$ cat src/rtl/mdu_iter.sv
// Iterative RV32M multiply/divide unit: shift-add multiply and restoring divide,
// one bit per cycle, with divide-by-zero and signed-overflow early exits.
module mdu_iter #(
  parameter int unsigned XLEN  = 32,
  parameter int unsigned CNT_W = 6
) (
  input  logic            clk,
  input  logic            rst,
  input  logic            start,
  input  logic            kill,
  input  logic [2:0]      op,
  input  logic [XLEN-1:0] a,
  input  logic [XLEN-1:0] b,
  output logic            busy,
  output logic            done,
  output logic [XLEN-1:0] result
);

  localparam int unsigned     AW      = 2 * XLEN;
  localparam logic [XLEN-1:0] MIN_INT = {1'b1, {(XLEN-1){1'b0}}};

  typedef enum logic [1:0] {
    S_IDLE = 2'd0,
    S_CALC = 2'd1,
    S_FIN  = 2'd2
  } state_t;

  state_t          r_state;
  logic [2:0]      r_op;
  logic [XLEN-1:0] r_b;
  logic [AW-1:0]   r_acc;
  logic            r_neg;
  logic            r_special;
  logic [XLEN-1:0] r_spec;
  logic [CNT_W-1:0] r_cnt;
  logic            r_busy;
  logic            r_done;
  logic [XLEN-1:0] r_result;

  // Operand preparation on the raw inputs, used only when start is accepted
  logic            w_a_signed;
  logic            w_b_signed;
  logic            w_sa;
  logic            w_sb;
  logic            w_neg;
  logic            w_div0;
  logic            w_ovf;
  logic [XLEN-1:0] w_abs_a;
  logic [XLEN-1:0] w_abs_b;
  logic [XLEN-1:0] w_spec;

  assign w_a_signed = (op == 3'b001) || (op == 3'b010) || (op == 3'b100) || (op == 3'b110);
  assign w_b_signed = (op == 3'b001) || (op == 3'b100) || (op == 3'b110);
  assign w_sa       = w_a_signed & a[XLEN-1];
  assign w_sb       = w_b_signed & b[XLEN-1];
  assign w_abs_a    = w_sa ? (~a + XLEN'(1)) : a;
  assign w_abs_b    = w_sb ? (~b + XLEN'(1)) : b;
  // Remainder takes the dividend's sign; product and quotient take sa^sb
  assign w_neg      = (op[2] && op[1]) ? w_sa : (w_sa ^ w_sb);
  assign w_div0     = op[2] && (b == '0);
  assign w_ovf      = op[2] && !op[0] && (a == MIN_INT) && (b == '1);
  assign w_spec     = w_div0 ? (op[1] ? a : '1) : (op[1] ? '0 : MIN_INT);

  // Shift-add multiply step: multiplier in acc low half, product grows from the top
  logic [XLEN-1:0] w_mcand;
  logic [XLEN:0]   w_mul_sum;
  logic [AW-1:0]   w_mul_next;

  assign w_mcand    = r_acc[0] ? r_b : '0;
  assign w_mul_sum  = {1'b0, r_acc[AW-1:XLEN]} + {1'b0, w_mcand};
  assign w_mul_next = {w_mul_sum, r_acc[XLEN-1:1]};

  // Restoring divide step: partial remainder in acc high half, quotient shifts into low half
  logic [XLEN:0]   w_div_rem;
  logic [XLEN+1:0] w_div_sub;
  logic            w_div_ok;
  logic [AW-1:0]   w_div_next;

  assign w_div_rem  = r_acc[AW-1:XLEN-1];
  assign w_div_sub  = {1'b0, w_div_rem} - {2'b00, r_b};
  assign w_div_ok   = !w_div_sub[XLEN+1];
  assign w_div_next = w_div_ok ? {w_div_sub[XLEN-1:0], r_acc[XLEN-2:0], 1'b1}
                               : {r_acc[AW-2:0], 1'b0};

  // Sign fix-up and result select at FIN
  logic [AW-1:0]   w_prod;
  logic [XLEN-1:0] w_quot;
  logic [XLEN-1:0] w_rem;
  logic [XLEN-1:0] w_fin;

  assign w_prod = r_neg ? (~r_acc + AW'(1)) : r_acc;
  assign w_quot = r_neg ? (~r_acc[XLEN-1:0] + XLEN'(1)) : r_acc[XLEN-1:0];
  assign w_rem  = r_neg ? (~r_acc[AW-1:XLEN] + XLEN'(1)) : r_acc[AW-1:XLEN];

  always_comb begin
    w_fin = w_quot;
    if (r_special) begin
      w_fin = r_spec;
    end else begin
      case (r_op)
        3'b000:                 w_fin = w_prod[XLEN-1:0];
        3'b001, 3'b010, 3'b011: w_fin = w_prod[AW-1:XLEN];
        3'b100, 3'b101:         w_fin = w_quot;
        default:                w_fin = w_rem;
      endcase
    end
  end

  // Control FSM with registered outputs; kill overrides every transition
  always_ff @(posedge clk or posedge rst) begin
    if (rst) begin
      r_state   <= S_IDLE;
      r_op      <= '0;
      r_b       <= '0;
      r_acc     <= '0;
      r_neg     <= 1'b0;
      r_special <= 1'b0;
      r_spec    <= '0;
      r_cnt     <= '0;
      r_busy    <= 1'b0;
      r_done    <= 1'b0;
      r_result  <= '0;
    end else begin
      r_done <= 1'b0;
      if (kill) begin
        r_state <= S_IDLE;
        r_busy  <= 1'b0;
      end else begin
        case (r_state)
          S_IDLE: begin
            if (start) begin
              r_op      <= op;
              r_b       <= w_abs_b;
              r_acc     <= {XLEN'(0), w_abs_a};
              r_neg     <= w_neg;
              r_special <= w_div0 | w_ovf;
              r_spec    <= w_spec;
              r_cnt     <= '0;
              r_busy    <= 1'b1;
              r_state   <= (w_div0 | w_ovf) ? S_FIN : S_CALC;
            end
          end
          S_CALC: begin
            r_acc <= r_op[2] ? w_div_next : w_mul_next;
            if (r_cnt == CNT_W'(XLEN - 1)) begin
              r_state <= S_FIN;
            end else begin
              r_cnt <= r_cnt + CNT_W'(1);
            end
          end
          S_FIN: begin
            r_result <= w_fin;
            r_done   <= 1'b1;
            r_busy   <= 1'b0;
            r_state  <= S_IDLE;
          end
          default: begin
            r_busy  <= 1'b0;
            r_state <= S_IDLE;
          end
        endcase
      end
    end
  end

  assign busy   = r_busy;
  assign done   = r_done;
  assign result = r_result;

endmodule

$ cat config.mk
export PLATFORM = sky130hd
export DESIGN_NAME = mdu_iter
export DESIGN_NICKNAME = d
export VERILOG_FILES = /design/src/rtl/mdu_iter.sv
export SDC_FILE = /design/constraint.sdc
export NUM_CORES = 1
export LEC_CHECK = 0
export CAP_MARGIN = 0
export CORE_MARGIN = 2
export CORE_UTILIZATION = 50
export CTS_BUF_LIST = sky130_fd_sc_hd__clkbuf_16
export DETAILED_ROUTE_END_ITERATION = 8
export GPL_ROUTABILITY_DRIVEN = 0
export PLACE_DENSITY_LB_ADDON = 0.15
export SYNTH_ARGS = -nofsm -noshare
export SYNTH_HDL_FRONTEND = slang
export SYNTH_SLANG_ARGS = --single-unit
$ cat constraint.sdc
create_clock -name clk -period 7.9 [get_ports clk]
set_clock_uncertainty 0.15 [all_clocks]
set_input_delay 1.58 -clock clk [delete_from_list [all_inputs] [get_ports clk]]
set_output_delay 1.58 -clock clk [all_outputs]
set_load 0.1 [all_outputs]
Run 1, met2 routing:
The bar under the picture is 50 um long.
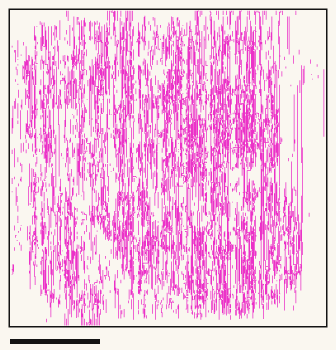
main direction: vertical
wire length on this layer: 21.2 mm
share of all routed wire: 43%
longest straight run: 89.4 um
via count: 14709
met2 Resource Use GR: 47.71%
final wirelength: 49250 um

Run 1, met3 routing:
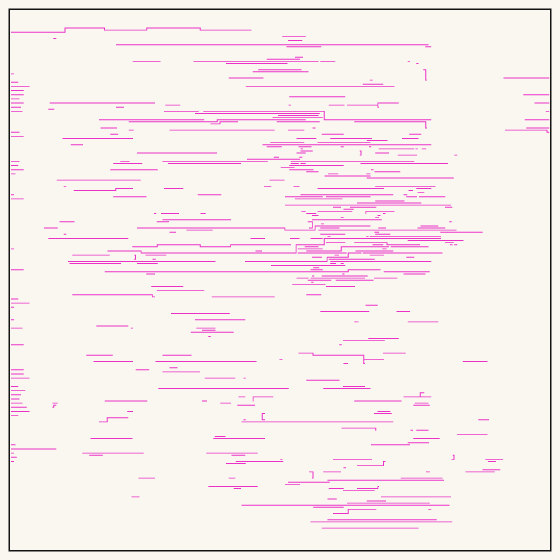
share of all routed wire: 8.2%
longest straight run: 102 um
wire length on this layer: 4060 um
M3 GR Usage: 5.448%

Run 1, wiring by layer:
The bar under the picture is 50 um long. Only two layers are drawn.
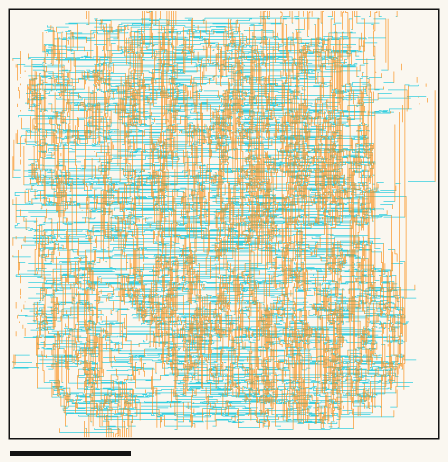
legend:
  met1:
    colour: cyan
    wire_length: 22.6 mm
  met2:
    colour: orange
    wire_length: 21.2 mm
wire length per cell: 21.24 um
gr usage total: 31.93%

Run 1, power grid:
The bar under the picture is 50 um long. Pins as bars on the die edge.
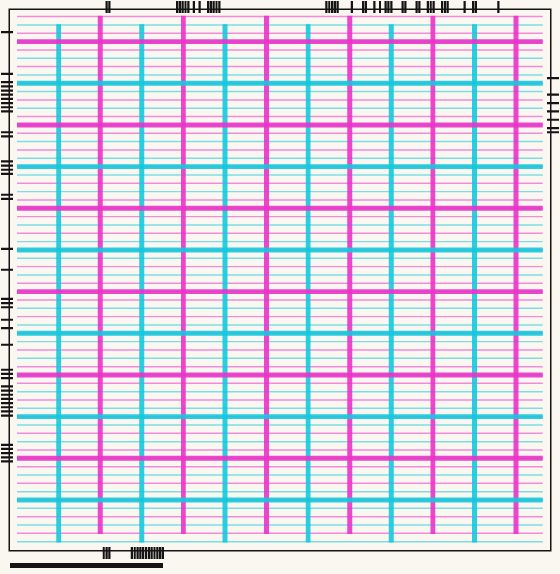
legend:
  VSS:
    colour: cyan
  VDD:
    colour: magenta
met1 rails: 64
rows: 63
met4 straps: 12
Core Area: 29400 um^2
chip height: 176.2 um

==> flow_summary.toml, run 1 <==
# physical design summary
[die]
die_w_um = 176.2
fp-utilization_pct = 50.44
io_pins = 105

[global_routing]
antenna_found_initial = 1
grt_max_degree = 106
gr-max-usage-layer = "met2"
grt_pass1_vias = 13593

[worst_setup_path]
path_depth = 11
crit_family = "simple AND/OR/NAND/NOR gates"
crit_path_end_kind = "flop"
endpoint = "r_special$_DFFE_PP0P_"
critPathLaunch = "a[6]"
rr_startpoint = "r_b[1]$_DFFE_PP0P_"
worstSetupPathType = "in -> reg"
crit_buf_inv = 1
r2r_setup_slack_ns = 3.19
crit_arrival_ns = 5.02
critPathMaxFanout = 6
rr_worst_depth = 12
max_stage_delay_ns = 0.58

[finish]
seq_area_share_pct = 26.26
ff_count = 175
clock_area_share_pct = 3.531
layout_top_cells = "nand2_1, o21ai_0, dfrtp_1, a21oi_1, nor2_1"
area_growth_pct = 12.52
antenna_cells = 0

[synth]
ys_types = 66
ys_sh_mux_pct = 3.661
ff_type = "dfrtp_1"
synth_top_cell_by_area = "dfrtp_1"
ys_cells = 1893
yosysWarnings = 0
yosys.area_share.aoi_pct = 25.34
synth_area_um2 = 14830
yosys_area_um2 = 14830

[clocking]
cts_setup_buffers = 0

[pwr]
p_clk_share_pct = 11.8
pg_clk_mw = 0.878
power.total_mw = 7.429
seq_power_mw = 1.76
power_frac_comb_pct = 64.5

[min_path]
hold_path_depth = 2
min_from = "r_b[30]$_DFFE_PP0P_"

[sta]
min_period_ns = 4.786
fmax_mhz = 208.9
final_max_slew_viol_count = 0
setup-violations-final = 0

[outcome]
status = "finished clean"

[job]
warnings = 29

[drt]
drt.antenna.violating_nets = 0
drcViolationCount = 0
[run 1: registers in the layout, summed over array words and instances (netlist names), 2 cells and up]
signal and cells:
result 32, r_cnt 6, r_op 3, r_spec 32, r_state 2, r_acc 64, r_b 32
[run 1: kinds of logic after synthesis]
group	Yosys count
compound gates	607
xor+xnor	186
fa+ha+maj	72
buf+inv	188
flops	175
mux	54
simple gates	611
[run 1: through the flow]
stage | worst slack [ns] | area (um^2) | utilization [%] | hold slack, ns
detailed placement | 2.647 | 16100 | 54.76 | 0.3216
global placement | 2.687 | 16100 | 54.76 | 0.3113
finish | 3.114 | 16690 | 56.76 | 0.3300
floorplan | 1.425 | 14830 | - | 0.2908
CTS | 3.127 | 16690 | 56.76 | 0.3365
global route | 2.961 | 16690 | 56.76 | 0.3491
Run 1, clock routing:
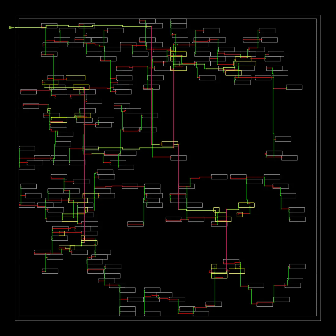

## Run 2: what changed since run 1
Clock period 7.9 ns to 4.1 ns, I/O delays scaled along.
Run 2, clock routing:
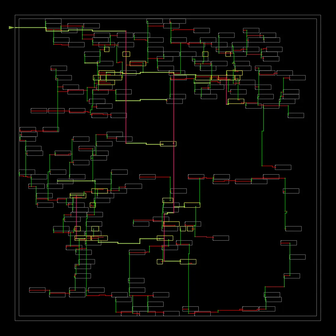
cts bufs inserted: 17
total clock sinks: 175
seq_cells: 175
Clock Latency Late Sink: 0.44 ns

Run 2, power grid:
The bar under the picture is 50 um long. Pins as bars on the die edge.
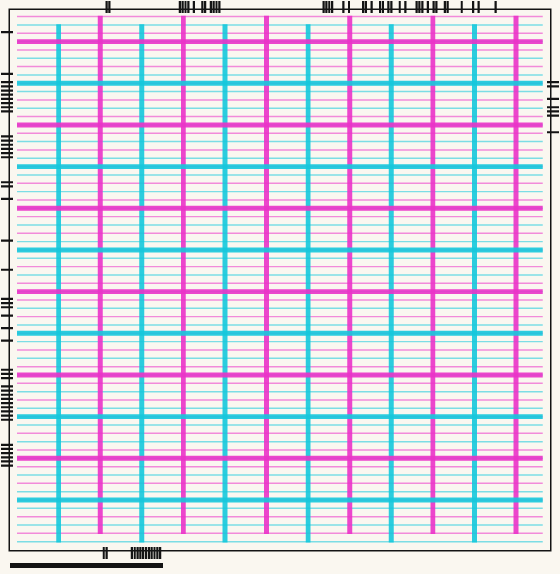
legend:
  VDD:
    colour: magenta
  VSS:
    colour: cyan
met1 rails: 64
signal pins: 105
met4 straps: 12
met5 straps: 12
rows: 63
worst vdd ir: 430.7 uV
width of the chip: 176.2 um

==> run 2 against run 1 <==
Via count is 2.5% higher. Global-route usage is 0.34 points higher. Sequential share of layout area is 0.93 points lower. Largest power group unchanged.
==> flow_summary.toml, run 2 <==
# physical design summary
[die]
io_pins = 105

[synth]
ys_cells = 1893
ys_types = 66
yosys.area_share.aoi_pct = 25.34
yosys_area_um2 = 14830
synth_top_cell_by_area = "dfrtp_1"
ff_type = "dfrtp_1"
yosysWarnings = 0

[global_routing]
gr-max-usage-layer = "met2"
grtUsageMet2_pct = 47.70
antenna_found_initial = 0
grt_util_met3_pct = 7.343
gr-usage-all-layers_pct = 32.27
grt_max_degree = 70

[worst_setup_path]
endpoint = "r_acc[60]$_DFFE_PP0P_"
max_stage_delay_ns = 0.43
crit_path_end_kind = "flop"
rr_startpoint = "r_acc[31]$_DFFE_PP0P_"
critPathLaunch = "r_acc[31]$_DFFE_PP0P_"
rr_worst_depth = 14
crit_family = "AND-OR/OR-AND gates"
path_depth = 14
r2r_setup_slack_ns = 0.24

[clocking]
cts_setup_buffers = 0

[pwr]
power.total_mw = 14.68

[drt]
wire_per_inst_um = 21.04
drcViolationCount = 0

[outcome]
status = "finished clean"

[sta]
setup-violations-final = 0
final_max_slew_viol_count = 0
fmax_mhz = 259.3

[finish]
area_growth_pct = 16.69
largest_reg_flops = 64
top_register = "r_acc"
final_util_pct = 58.86

[min_path]
hold_path_depth = 2

[placement]
post-place-ws_ns = -0.2033
place_area_um2 = 16690
run 2: report_power, final:
part	switching [mW]	leakage, nW	internal, mW	total [mW]
clock	0.828	0.272	0.809	1.64
sequential	0.951	2.28	2.32	3.27
combinational	6.19	4.91	3.58	9.77
run 2: layout make-up:
type | count | area (um^2)
Clock buffer | 17 | 425.4
Clock inverter | 15 | 145.1
Fill cell | 2688 | 12100
Inverter | 72 | 277.8
Multi-Input combinational cell | 1530 | 9781
Sequential cell | 175 | 4383
Tap cell | 390 | 488.0
Timing Repair Buffer | 197 | 1802
Timing Repair inverter | 1 | 5.005
run 2: worst reg2reg max path, delay by kind of cell, from the launching register on:
family                     cells  cell delay (ns)
adders and majority gates      2             0.64
DFF                            1             0.38
AOI/OAI and AO/OA              8             1.89
buffers and inverters          2             0.22
and+or+nand+nor                2             0.46
Power and IR drop assume default switching activity.
